### src/rtl/vigenere_stream_cipher_if.sv
// Character stream interface for vigenere_stream_cipher.
// Carries both handshakes of the cipher: the input side (in_valid/in_ready/char_in)
// and the output side (out_valid/out_ready/char_out).
//   master : environment view (drives input chars, accepts output chars)
//   slave  : cipher view (accepts input chars, drives output chars)
interface vigenere_stream_cipher_if;
  logic       in_valid;
  logic       in_ready;
  logic [7:0] char_in;
  logic       out_valid;
  logic       out_ready;
  logic [7:0] char_out;

  modport master (
    output in_valid, char_in, out_ready,
    input  in_ready, out_valid, char_out
  );

  modport slave (
    input  in_valid, char_in, out_ready,
    output in_ready, out_valid, char_out
  );
endinterface

### src/rtl/vigenere_stream_cipher.sv
// Streaming Vigenere cipher with runtime key length, encrypt/decrypt modes and
// case-preserving letter mapping. One registered output stage, 1 char/cycle.
// Ports:
//   clk      : system clock, rising edge
//   reset    : synchronous active-high reset
//   key_arr  : key characters, char i at [8*i+7:8*i], char 0 used first
//   key_len  : active key length (0 -> 1, > MAX_KEY_LEN -> MAX_KEY_LEN)
//   mode     : 0 = encrypt, 1 = decrypt
//   restart  : synchronous pulse, returns key index to 0
//   stream   : in_valid/in_ready/char_in and out_valid/out_ready/char_out handshakes
//   key_idx  : key position to be applied to the next letter
module vigenere_stream_cipher #(
  parameter int unsigned MAX_KEY_LEN = 8,
  parameter int unsigned KEY_IDX_W   = 3
) (
  input  logic                       clk,
  input  logic                       reset,
  input  logic [8*MAX_KEY_LEN-1:0]   key_arr,
  input  logic [KEY_IDX_W:0]         key_len,
  input  logic                       mode,
  input  logic                       restart,
  vigenere_stream_cipher_if.slave    stream,
  output logic [KEY_IDX_W-1:0]       key_idx
);

  localparam logic [KEY_IDX_W:0] MAX_LEN = (KEY_IDX_W+1)'(MAX_KEY_LEN);
  localparam logic [KEY_IDX_W:0] ONE     = (KEY_IDX_W+1)'(1);
  localparam logic [7:0]         SPACE   = 8'd32;

  logic                 out_valid_q;
  logic [7:0]           char_out_q;
  logic [KEY_IDX_W-1:0] key_idx_q;

  logic                 accept;
  logic [KEY_IDX_W:0]   eff_len;
  logic [KEY_IDX_W-1:0] use_idx;
  logic [KEY_IDX_W-1:0] next_idx;
  logic [7:0]           key_byte;
  logic [5:0]           shift;
  logic                 is_lower;
  logic                 is_upper;
  logic                 is_letter;
  logic [7:0]           base;
  logic [5:0]           off;
  logic [5:0]           t;
  logic [7:0]           mapped;

  assign stream.in_ready  = !out_valid_q || stream.out_ready;
  assign stream.out_valid = out_valid_q;
  assign stream.char_out  = char_out_q;
  assign key_idx          = key_idx_q;

  assign accept = stream.in_valid && stream.in_ready;

  always_comb begin
    eff_len = key_len;
    if (key_len == '0)
      eff_len = ONE;
    else if (key_len > MAX_LEN)
      eff_len = MAX_LEN;
  end

  // A stale index left over from a shrunk key_len restarts the key at char 0,
  // exactly like a simultaneous restart.
  always_comb begin
    use_idx = key_idx_q;
    if (restart || ({1'b0, key_idx_q} >= eff_len))
      use_idx = '0;
    next_idx = ({1'b0, use_idx} == (eff_len - ONE)) ? '0 : use_idx + 1'b1;
  end

  always_comb begin
    key_byte = '0;
    for (int unsigned i = 0; i < MAX_KEY_LEN; i++) begin
      if ({1'b0, use_idx} == (KEY_IDX_W+1)'(i))
        key_byte = key_arr[8*i +: 8];
    end
  end

  always_comb begin
    shift = '0;
    if (key_byte >= "a" && key_byte <= "z")
      shift = 6'(key_byte - 8'd97);
    else if (key_byte >= "A" && key_byte <= "Z")
      shift = 6'(key_byte - 8'd65);
  end

  always_comb begin
    is_lower  = (stream.char_in >= "a") && (stream.char_in <= "z");
    is_upper  = (stream.char_in >= "A") && (stream.char_in <= "Z");
    is_letter = is_lower || is_upper;
    base      = is_lower ? 8'd97 : 8'd65;
    off       = 6'(stream.char_in - base);
    // Decrypt adds the additive inverse (26 - s) so both modes share one
    // conditional subtract; the sum never exceeds 51, so 6 bits suffice.
    t         = mode ? (off + 6'd26 - shift) : (off + shift);
    if (t >= 6'd26)
      t = t - 6'd26;
    mapped    = is_letter ? (base + {2'b00, t}) : SPACE;
  end

  always_ff @(posedge clk) begin
    if (reset) begin
      out_valid_q <= 1'b0;
      char_out_q  <= SPACE;
      key_idx_q   <= '0;
    end else if (accept) begin
      out_valid_q <= 1'b1;
      char_out_q  <= mapped;
      if (is_letter)
        key_idx_q <= next_idx;
      else if (restart)
        key_idx_q <= '0;
    end else begin
      if (out_valid_q && stream.out_ready)
        out_valid_q <= 1'b0;
      if (restart)
        key_idx_q <= '0;
    end
  end

endmodule

### src/flat_wrapper.sv
// flat-port wrapper written by rule: the top's interface ports become plain ports
module vigenere_stream_cipher_flat 
#(
  parameter int unsigned MAX_KEY_LEN = 8,
  parameter int unsigned KEY_IDX_W   = 3
)
  (clk, reset, key_arr, key_len, mode, restart, key_idx, stream_in_valid, stream_char_in, stream_out_ready, stream_in_ready, stream_out_valid, stream_char_out);
  vigenere_stream_cipher_if stream_i ();
  input  logic clk;
  input  logic reset;
  input  logic [8*MAX_KEY_LEN-1:0] key_arr;
  input  logic [KEY_IDX_W:0] key_len;
  input  logic mode;
  input  logic restart;
  output logic [KEY_IDX_W-1:0] key_idx;
  input wire logic [$bits(stream_i.in_valid)-1:0] stream_in_valid;
  input wire logic [$bits(stream_i.char_in)-1:0] stream_char_in;
  input wire logic [$bits(stream_i.out_ready)-1:0] stream_out_ready;
  output wire logic [$bits(stream_i.in_ready)-1:0] stream_in_ready;
  output wire logic [$bits(stream_i.out_valid)-1:0] stream_out_valid;
  output wire logic [$bits(stream_i.char_out)-1:0] stream_char_out;
  assign stream_i.in_valid = stream_in_valid;
  assign stream_i.char_in = stream_char_in;
  assign stream_i.out_ready = stream_out_ready;
  assign stream_in_ready = stream_i.in_ready;
  assign stream_out_valid = stream_i.out_valid;
  assign stream_char_out = stream_i.char_out;
  vigenere_stream_cipher #(.MAX_KEY_LEN(MAX_KEY_LEN), .KEY_IDX_W(KEY_IDX_W)) u_core (.clk(clk), .reset(reset), .key_arr(key_arr), .key_len(key_len), .mode(mode), .restart(restart), .stream(stream_i), .key_idx(key_idx));
endmodule
### config.mk
export PLATFORM = sky130hd
export DESIGN_NAME = vigenere_stream_cipher_flat
export DESIGN_NICKNAME = d
export VERILOG_FILES = /design/src/rtl/vigenere_stream_cipher_if.sv /design/src/rtl/vigenere_stream_cipher.sv /design/src/flat_wrapper.sv
export SDC_FILE = /design/constraint.sdc
export NUM_CORES = 1
export LEC_CHECK = 0
export ABC_AREA = 1
export CORE_MARGIN = 1.5
export CORE_UTILIZATION = 25
export CTS_CLUSTER_SIZE = 40
export DETAILED_ROUTE_END_ITERATION = 8
export HOLD_SLACK_MARGIN = 0.15
export PLACE_DENSITY_LB_ADDON = 0.1
export SLEW_MARGIN = 20
export SYNTH_ARGS = -nofsm -noshare
export SYNTH_HDL_FRONTEND = slang
export SYNTH_SLANG_ARGS = --single-unit
### constraint.sdc
create_clock -name clk -period 12.6 [get_ports clk]
set_clock_uncertainty 0.1 [all_clocks]
set_input_delay 2.52 -clock clk [delete_from_list [all_inputs] [get_ports clk]]
set_output_delay 2.52 -clock clk [all_outputs]
set_load 0.02 [all_outputs]
==> run_1/clk_routes.png <==
Scale: 4 px per um.
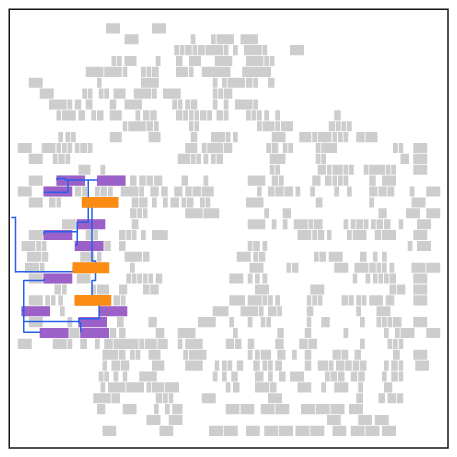
[blue] clock wires | length: 168 um
[orange] clock drivers | count: 3
[purple] flip-flops | count: 12
routed clock nets: 4
Late-Pin Clk Latency: 230 ps
clk pwr: 0.0559 mW

==> run_1/io_placement.png <==
Scale: 3 px per um. Pins as bars across the die edge, other pins in gray.
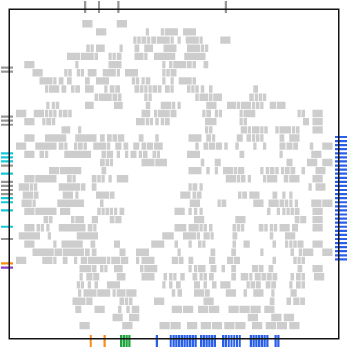
| color | port | pins | direction | edge |
|---|---|---|---|---|
| orange | key_idx | 3 | output | 2 south, 1 west |
| cyan | stream_char_out | 8 | output | west |
| purple | restart | 1 | input | west |
| blue | key_arr | 64 | input | 33 south, 31 east |
| green | key_len | 4 | input | south |
all pins by edge: 39 south, 31 east, 21 west, 4 north

==> run_1/logic_types.png <==
Scale: 3 px per um.
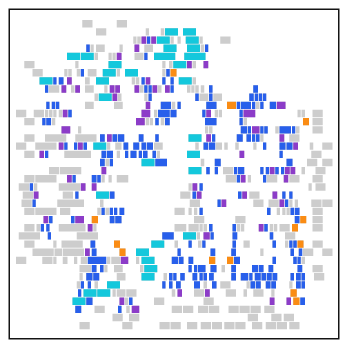
| color | family | cells | most used |
|---|---|---|---|
| orange | AND and OR gates | 13 | or2_2 |
| blue | NAND gates | 205 | nand2_1 |
| purple | inverting AOI/OAI gates | 62 | a21oi_1 |
| cyan | adder and majority cells | 34 | ha_1 |
highest-count logic cell in the final layout: nand2_1
Comb area share: 0.563

==> run_1/clocks.png <==
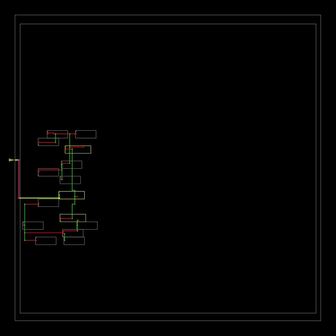
Clock buffer cells: 3
clk sinks: 12
Flops: 12

==> summary.txt, run 1 <==
run metrics: outcome completed, Mapped Cells 483, yosys aoi share 0.128, fillers 1,216, CP delay by family, top simple AND/OR/NAND/NOR gates, Post-CTS Hold Buffers 0, Post-Syn Area 2830 sq um, Achievable Freq 0.0981 GHz, GR Util All Layers 0.143, Leakage 1.87 nW, WL met2 3.60 mm, row count 38, flop share of the area 0.0611, Final setup violation count 0, fin util 0.360, FF-to-FF Start u_core.key_idx[2], Adder-Cell Fraction of Synth Area 0.156, Post-DRT Antenna Nets 0, Comb group 0.162 mW, root buf cell clkbuf_16, Routed WL 8.22 mm, Critical Path Source key_len[2], Post-CTS Setup Repair Bufs 0, max_cap viols 0, grt met2 use 0.246, PwrDens 65.8 nW/um^2, Well Taps 140, core area 10,900 sq um, flop-to-flop setup slack 5230 ps, length of routed wiring on met1 4.12 mm, # Cells Yosys 483
[run 1: Yosys cell counts]
library cell,n
or2_0,2
nand3_2,3
o21ai_1,4
buf_6,3
buf_4,4
nand3_4,1
and2b_2,1
inv_1,74
nand3_1,49
nor3_1,2
fa_1,2
nor2_1,44
o31ai_1,2
ha_1,32
o21bai_2,1
nand4_1,7
a21boi_1,1
a32o_1,1
xor2_1,10
or2_1,3
or2_2,7
buf_2,1
nor2_2,4
clkbuf_1,4
o41ai_1,1
inv_2,2
a31oi_1,1
xnor2_1,4
a21oi_1,33
o21ai_0,15
o21a_1,1
nand3b_2,1
nand2_1,119
nand3b_1,2
a21oi_2,3
o311ai_0,1
nand2_4,4
nand2_2,19
nor2_4,3
dfxtp_1,12
==> run 2, diff against run 1 <==
Clock period 12.6 ns to 8.79 ns, I/O delays scaled along.
==> run_2/wires.png <==
Scale: 2 px per um. Only two layers are drawn.
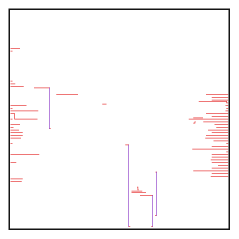
| color | layer | wire length |
|---|---|---|
| purple | metal 4 | 98.6 um |
| red | metal 3 | 418 um |
vias: 3,223
Routed WL: 8.42 mm
Routed WL per cell: 11.6 um
GR Util All Layers: 0.138

==> run 2 against run 1 <==
Effect of this change: design area rose by 5.9%; final cell count rose by 2.3%; highest routed layer unchanged; count of clock-buffer cells in the layout rose by 1; combinational power rose by 53%.
==> summary.txt, run 2 <==
run metrics: Yosys top cell by instances nand2_1 (unchanged), flop share of the area 0.0577 (was 0.0611), Mapped Cells 483 (unchanged), Post-Syn Area 2830 sq um (unchanged), top_reg_cell synth dfxtp_1 (unchanged), max_cap viols 0 (unchanged), Post-CTS Hold Buffers 0 (unchanged), highest-count logic cell in the final layout nand2_1 (unchanged), commonest cells in the netlist nand2_1, inv_1, nand3_1 (unchanged), Final setup violation count 0 (unchanged), WL met2 3.75 mm (was 3.60 mm), grt met2 use 0.244 (was 0.246), Flops 12 (unchanged), fillers 1,216 (unchanged), core area 10,900 sq um (unchanged), fin util 0.381 (was 0.360), length of routed wiring on met1 4.16 mm (was 4.12 mm), root buf cell clkbuf_16 (unchanged), Leakage 1.96 nW (was 1.87 nW), PwrDens 95.6 nW/um^2 (was 65.8 nW/um^2), Adder-Cell Fraction of Synth Area 0.156 (unchanged), Late-Pin Clk Latency 240 ps (was 230 ps), Comb area share 0.557 (was 0.563), CP delay by family, top simple AND/OR/NAND/NOR gates (unchanged), flop-to-flop setup slack 2460 ps (was 5230 ps), outcome completed (unchanged), # Cells Yosys 483 (unchanged)
run 2: cell counts after synthesis:
No cell type changed its count.
run 2: timing repair:
item | in CTS | in global routing
setup buffers | 0 | 2
setup endpoints to repair | 0 | 7
gates resized | 0 | 35
run 2: power by group through the flow:
stage          Combinational, mW  Clock, mW  Sequential (mW)
6_report                   0.248     0.0922           0.0577
5_1_grt                    0.280     0.0956           0.0580
4_1_cts                    0.236     0.0935           0.0577
3_5_place_dp               0.234          0           0.0587
3_3_place_gp               0.235          0           0.0588
2_1_floorplan              0.154          0           0.0611
run 2: worst register-to-register path, delay by kind of cell (launching register included):
kind                       cells  cell delay [ps]
AOI/OAI and AO/OA              8              910
buffers and inverters          7              530
and+or+nand+nor               25             2240
xor gates and xnor gates       1              230
adders and majority gates      7             1870
DFF                            1              330
No activity file was given, so power comes from the tool's default toggle rates.
